==> config.mk <==
export PLATFORM = sky130hd
export DESIGN_NAME = jts16_scr_fetch
export DESIGN_NICKNAME = d
export VERILOG_FILES = /design/src/rtl/jts16_scr_pkg.sv /design/src/rtl/jts16_scr_fetch_req.sv /design/src/rtl/jts16_scr_fetch.sv
export SDC_FILE = /design/constraint.sdc
export NUM_CORES = 1
export LEC_CHECK = 0
export CAP_MARGIN = 20
export CELL_PAD_IN_SITES_DETAIL_PLACEMENT = 0
export CELL_PAD_IN_SITES_GLOBAL_PLACEMENT = 1
export CORE_ASPECT_RATIO = 0.9
export CORE_MARGIN = 1.5
export CORE_UTILIZATION = 36
export CTS_CLUSTER_DIAMETER = 150
export DETAILED_ROUTE_END_ITERATION = 10
export PLACE_DENSITY_LB_ADDON = 0.1
export RECOVER_POWER = 100
export SETUP_SLACK_MARGIN = 0.5
export SLEW_MARGIN = 20
export SYNTH_ARGS = -nofsm -noshare
export SYNTH_HDL_FRONTEND = slang
export SYNTH_SLANG_ARGS = --single-unit
==> constraint.sdc <==
create_clock -name clk -period 3.5 [get_ports clk]
set_input_delay 0.7 -clock clk [delete_from_list [all_inputs] [get_ports clk]]
set_output_delay 0.7 -clock clk [all_outputs]
set_load 0.02 [all_outputs]
**Run 1: floorplan with the power grid**

The bar under the picture is 50 um long. Pins as bars on the die edge.
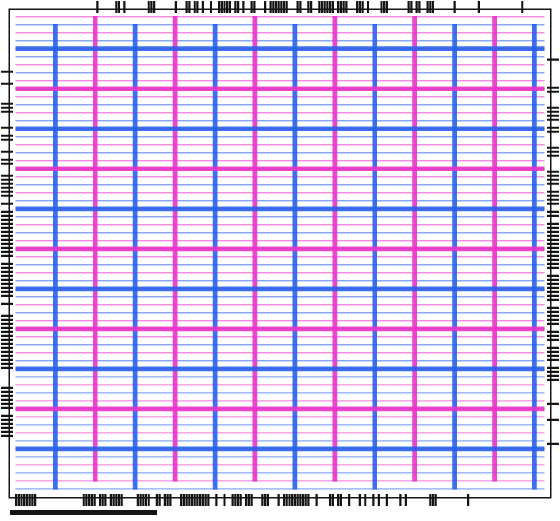
Key: blue = VSS; magenta = VDD
271 signal pins sit on the boundary. 13 straps on met4.
Peak VDD IR: 337.3 uV
core area: 0.02886 mm^2
DIE WIDTH: 183.5 um
Die Y: 165.5 um

**Run 1: cell classes on the final placement**

The bar under the picture is 50 um long.
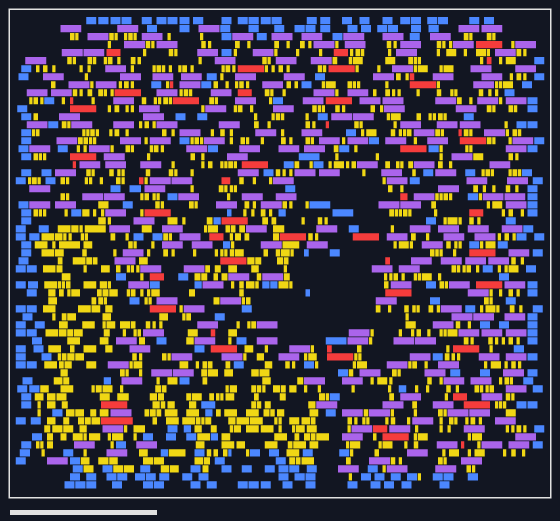
Key: blue = other buffers and delay cells [cells 283, share of their area 20%]; red = clock drivers and dummy loads [cells 50, share of their area 6.4%]; purple = flip-flops [cells 252, share of their area 36%]; yellow = all other logic [cells 954, share of their area 37%]
FP Rows: 59
final design utilization: 49.89%
post-route cell area: 0.01440 mm^2

**Run 1: clock wires, drivers and flops**

The bar under the picture is 50 um long.
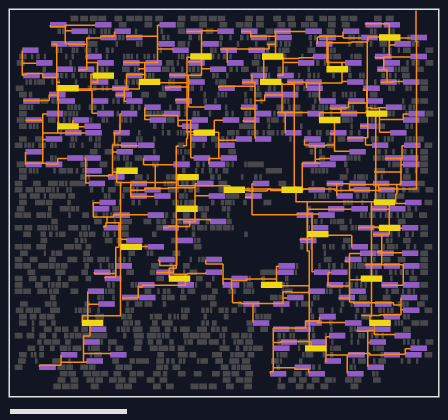
Key: orange = clock wires [length 3260 um]; yellow = cells driving clock nets [count 27]; purple = flip-flops [count 252]
There are 28 routed clock nets.
Clock Power: 2.81 mW
Clock Latency Late Sink: 0.53 ns
clock share of power: 44.8%
Worst Skew: 0.01509 ns

==> flow_metrics.env, run 1 <==
# flow metrics
export IMPL_edf_count=0
export IMPL_hold_depth=2
export IMPL_gp_congestion=0.8026
export IMPL_power_leakage_nw=5.401
export IMPL_relSlewSlack_pct=16.20
export IMPL_cp_arrival_ns=3.46
export IMPL_tns_ns=0
export IMPL_cap_violations=0
export IMPL_viasPerCell=4.780
export IMPL_status="complete, no violations"
export IMPL_path_delay_family="buffers and inverters"
export IMPL_ios=271
export IMPL_grt_pass1_wl_um=45170
export IMPL_ant_nets=0
export IMPL_rrSetupSlack_ns=1.01
export IMPL_io_buffers=262
export IMPL_async_flop_share_pct=0
export IMPL_grt_usage_pct=18.24
export IMPL_hold_violations=0
export IMPL_seq_share_pct=35.04
## run 1: report_power, final
part           switching, mW  leakage [nW]  total [mW]  internal (mW)
registers            0.00769          2.03        2.89           2.88
clock network           1.15         0.440        2.81           1.66
logic                  0.278          2.93       0.570          0.292
total                   1.43          5.40        6.27           4.84
## run 1: cells in the mapped netlist (3+ instances only)
| library cell | number | area (um^2) |
|---|---|---|
| o221ai_1 | 4 | 35.03 |
| nor2b_1 | 8 | 50.05 |
| clkbuf_1 | 54 | 202.7 |
| o21a_1 | 5 | 37.54 |
| xor2_1 | 9 | 78.83 |
| inv_1 | 13 | 48.80 |
| ha_1 | 33 | 412.9 |
| o31ai_1 | 4 | 30.03 |
| mux2i_1 | 46 | 460.4 |
| o22ai_1 | 4 | 25.02 |
| nor4_1 | 3 | 18.77 |
| or2_2 | 3 | 18.77 |
| and3_1 | 7 | 43.79 |
| nand4_1 | 4 | 25.02 |
| a311oi_1 | 4 | 35.03 |
| a31oi_1 | 6 | 37.54 |
| mux2_2 | 3 | 33.78 |
| nand2_1 | 403 | 1513 |
| o21ai_0 | 12 | 60.06 |
| nand3_1 | 12 | 60.06 |
| a31o_2 | 3 | 26.28 |
| a222oi_1 | 3 | 30.03 |
| nand2b_1 | 4 | 25.02 |
| xnor2_1 | 14 | 122.6 |
| a21oi_1 | 204 | 1021 |
| buf_2 | 15 | 75.07 |
| buf_1 | 3 | 11.26 |
| and2_1 | 3 | 18.77 |
| nor3_1 | 13 | 65.06 |
| buf_6 | 5 | 56.30 |
| a21o_1 | 5 | 37.54 |
| or3_1 | 4 | 25.02 |
| a2111oi_0 | 3 | 26.28 |
| a211oi_1 | 5 | 37.54 |
| dfxtp_1 | 252 | 5045 |
| nor2_1 | 63 | 236.5 |
| nor3b_1 | 5 | 37.54 |
## run 1: metrics by stage
stage          setup slack (ns)  hold slack [ns]
6_report                 0.4397           0.4437
5_1_grt                  0.2429           0.4619
4_1_cts                  0.6805           0.4481
3_5_place_dp             0.1430           0.4420
3_3_place_gp             0.1687           0.4355
2_1_floorplan            0.8243           0.4249
## run 1: worst reg2reg max path, stage by stage, from the launching register on
cell and delay [ns]:
dfxtp_1 0.60, nor2b_1 0.18, o21ai_0 0.13, a21oi_4 0.15, clkbuf_2 0.95, mux2i_1 0.31, nor2_1 0.06
## run 1: routing by layer
metal | GRT usage (%) | share of wire, % | vias to the layer above
met5 | 0 | 0 | -
met2 | 30.61 | 45 | 188
met1 | 24.08 | 48 | 4210
met3 | 3.794 | 5.4 | 33
li1 | - | - | 4823
met4 | 4.136 | 1.8 | 0
## run 1: logic make-up after synthesis
kind of cell | count (synthesis) | synth area share, %
simple gates | 546 | 21.58
compound gates | 286 | 15.71
flops | 252 | 47.77
buf+inv | 93 | 3.910
mux | 49 | 4.680
fa+ha+maj | 35 | 4.289
xor+xnor | 24 | 2.062
## run 1: what timing repair did
item	in CTS	in global routing
hold buffers	0	0
buffers inserted	0	1
endpoints found under the setup margin	0	5
resized	0	1
==> run 2: changes to the inputs <==
--- a/config.mk
+++ b/config.mk
@@ -10,12 +10,13 @@
 export CELL_PAD_IN_SITES_GLOBAL_PLACEMENT = 1
 export CORE_ASPECT_RATIO = 0.9
 export CORE_MARGIN = 1.5
-export CORE_UTILIZATION = 36
+export CORE_UTILIZATION = 31
 export CTS_CLUSTER_DIAMETER = 150
 export DETAILED_ROUTE_END_ITERATION = 10
 export PLACE_DENSITY_LB_ADDON = 0.1
 export RECOVER_POWER = 100
 export SETUP_SLACK_MARGIN = 0.5
+export SKIP_LAST_GASP = 1
 export SLEW_MARGIN = 20
 export SYNTH_ARGS = -nofsm -noshare
 export SYNTH_HDL_FRONTEND = slang
**Run 2: cell classes on the final placement**

The bar under the picture is 50 um long.
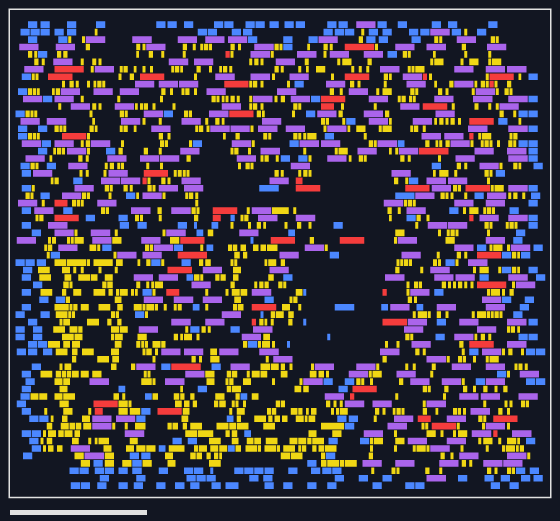
core area: 0.03326 mm^2
final design utilization: 44.07%
FP Rows: 63
flop share of the area: 34.41%
post-route cell area: 0.01466 mm^2

==> run 2 against run 1 <==
Compared with the run above: design area rose by 1.8%; largest power group is now clock; wire length grew 9.5%; clock skew fell by 0.0059 ns; critical endpoint is now bg_addr[3]$_SDFFE_PP0N_; largest cell class unchanged.
==> flow_metrics.env, run 2 <==
# flow metrics
export IMPL_relSlewSlack_pct=20.18
export IMPL_path_delay_family="buffers and inverters"
export IMPL_hold_ws_ns=0.4437
export IMPL_synth_top_area_share_pct=47.77
export IMPL_cp_arrival_ns=3.41
export IMPL_clk_latency_ns=0.54
export IMPL_yosys_top_cells_count="403 x nand2_1, 252 x dfxtp_1, 204 x a21oi_1"
export IMPL_ios=271
export IMPL_rrSetupSlack_ns=0.85
export IMPL_grt_util_met3_pct=4.216
export IMPL_io_buffers=262
export IMPL_async_flop_share_pct=0
export IMPL_grt_usage_pct=17.02
export IMPL_cap_violations=0
export IMPL_yosysTopAreaCell="dfxtp_1"
export IMPL_viasPerCell=4.672
export IMPL_met2_usage_pct=27.61
export IMPL_synth_logic_top_family="simple AND/OR/NAND/NOR gates"
export IMPL_use_met1_pct=22.86
export IMPL_die_h_um=178.1
export IMPL_topCellsByArea="dfxtp_1 48%, nand2_1 14%, a21oi_1 9.7%, mux2i_1 4.4%, ha_1 3.9%"
export IMPL_clkTransAtPathRegs_ns=0.06
export IMPL_power_leakage_nw=5.486
export IMPL_edf_count=0
export IMPL_status="complete, no violations"
export IMPL_aoi_share_pct=15.71
export IMPL_grt_pass1_wl_um=48170
export IMPL_hold_violations=0
export IMPL_gp_congestion=0.7413
export IMPL_die_width_um=197.6
export IMPL_tns_ns=0
export IMPL_synth_adder_area_share_pct=4.289
## run 2: cell counts after synthesis
No cell type changed its count.
## run 2: layer usage
layer	up-vias	wire length [um]
li1	4831	-
met3	34	1729
met4	0	523
met1	4315	14850
met5	-	0
met2	179	13620
## run 2: timing repair
action / in CTS / in global routing
buffers inserted: 0 / 1
gates resized: 0 / 3
hold buffers: 0 / 0
setup endpoints to repair: 0 / 3
## run 2: per-stage QoR
step | worst slack (ns) | instances | cell area, um^2
floorplan | 0.8243 | 1285 | 10560
global route | 0.2569 | 2003 | 14660
finish | 0.5136 | 2003 | 14660
detailed placement | 0.1072 | 1950 | 13670
global placement | 0.1322 | 1950 | 13670
CTS | 0.6715 | 2002 | 14710
## run 2: area by class of cell
type / instances / area [um^2] / area share, %
Clock buffer: 33 / 780.7 / 5.326
Clock inverter: 19 / 255.2 / 1.741
Inverter: 14 / 52.55 / 0.3585
Multi-Input combinational cell: 940 / 5116 / 34.90
Sequential cell: 252 / 5045 / 34.41
Tap cell: 455 / 569.3 / 3.883
Timing Repair Buffer: 290 / 2841 / 19.38
## run 2: report_power, final
group / switching (mW) / internal, mW / leakage (nW)
Clock: 1.22 / 2.03 / 0.519
Sequential: 0.00788 / 2.88 / 2.03
Combinational: 0.290 / 0.294 / 2.94
Total: 1.52 / 5.21 / 5.49
## run 2: cell families (layout without fill, tap and decap cells)
family | after synthesis | count (layout)
compound gates | 286 | 286
xor+xnor | 24 | 24
fa+ha+maj | 35 | 35
buf+inv | 93 | 356
flops | 252 | 252
mux | 49 | 49
simple gates | 546 | 546
## run 2: tightest hold or removal path, cell delays in order (launching register included)
cell and delay, ns:
dfxtp_1 0.31, nand2_1 0.05, a21oi_1 0.05
Power and IR drop assume default switching activity.
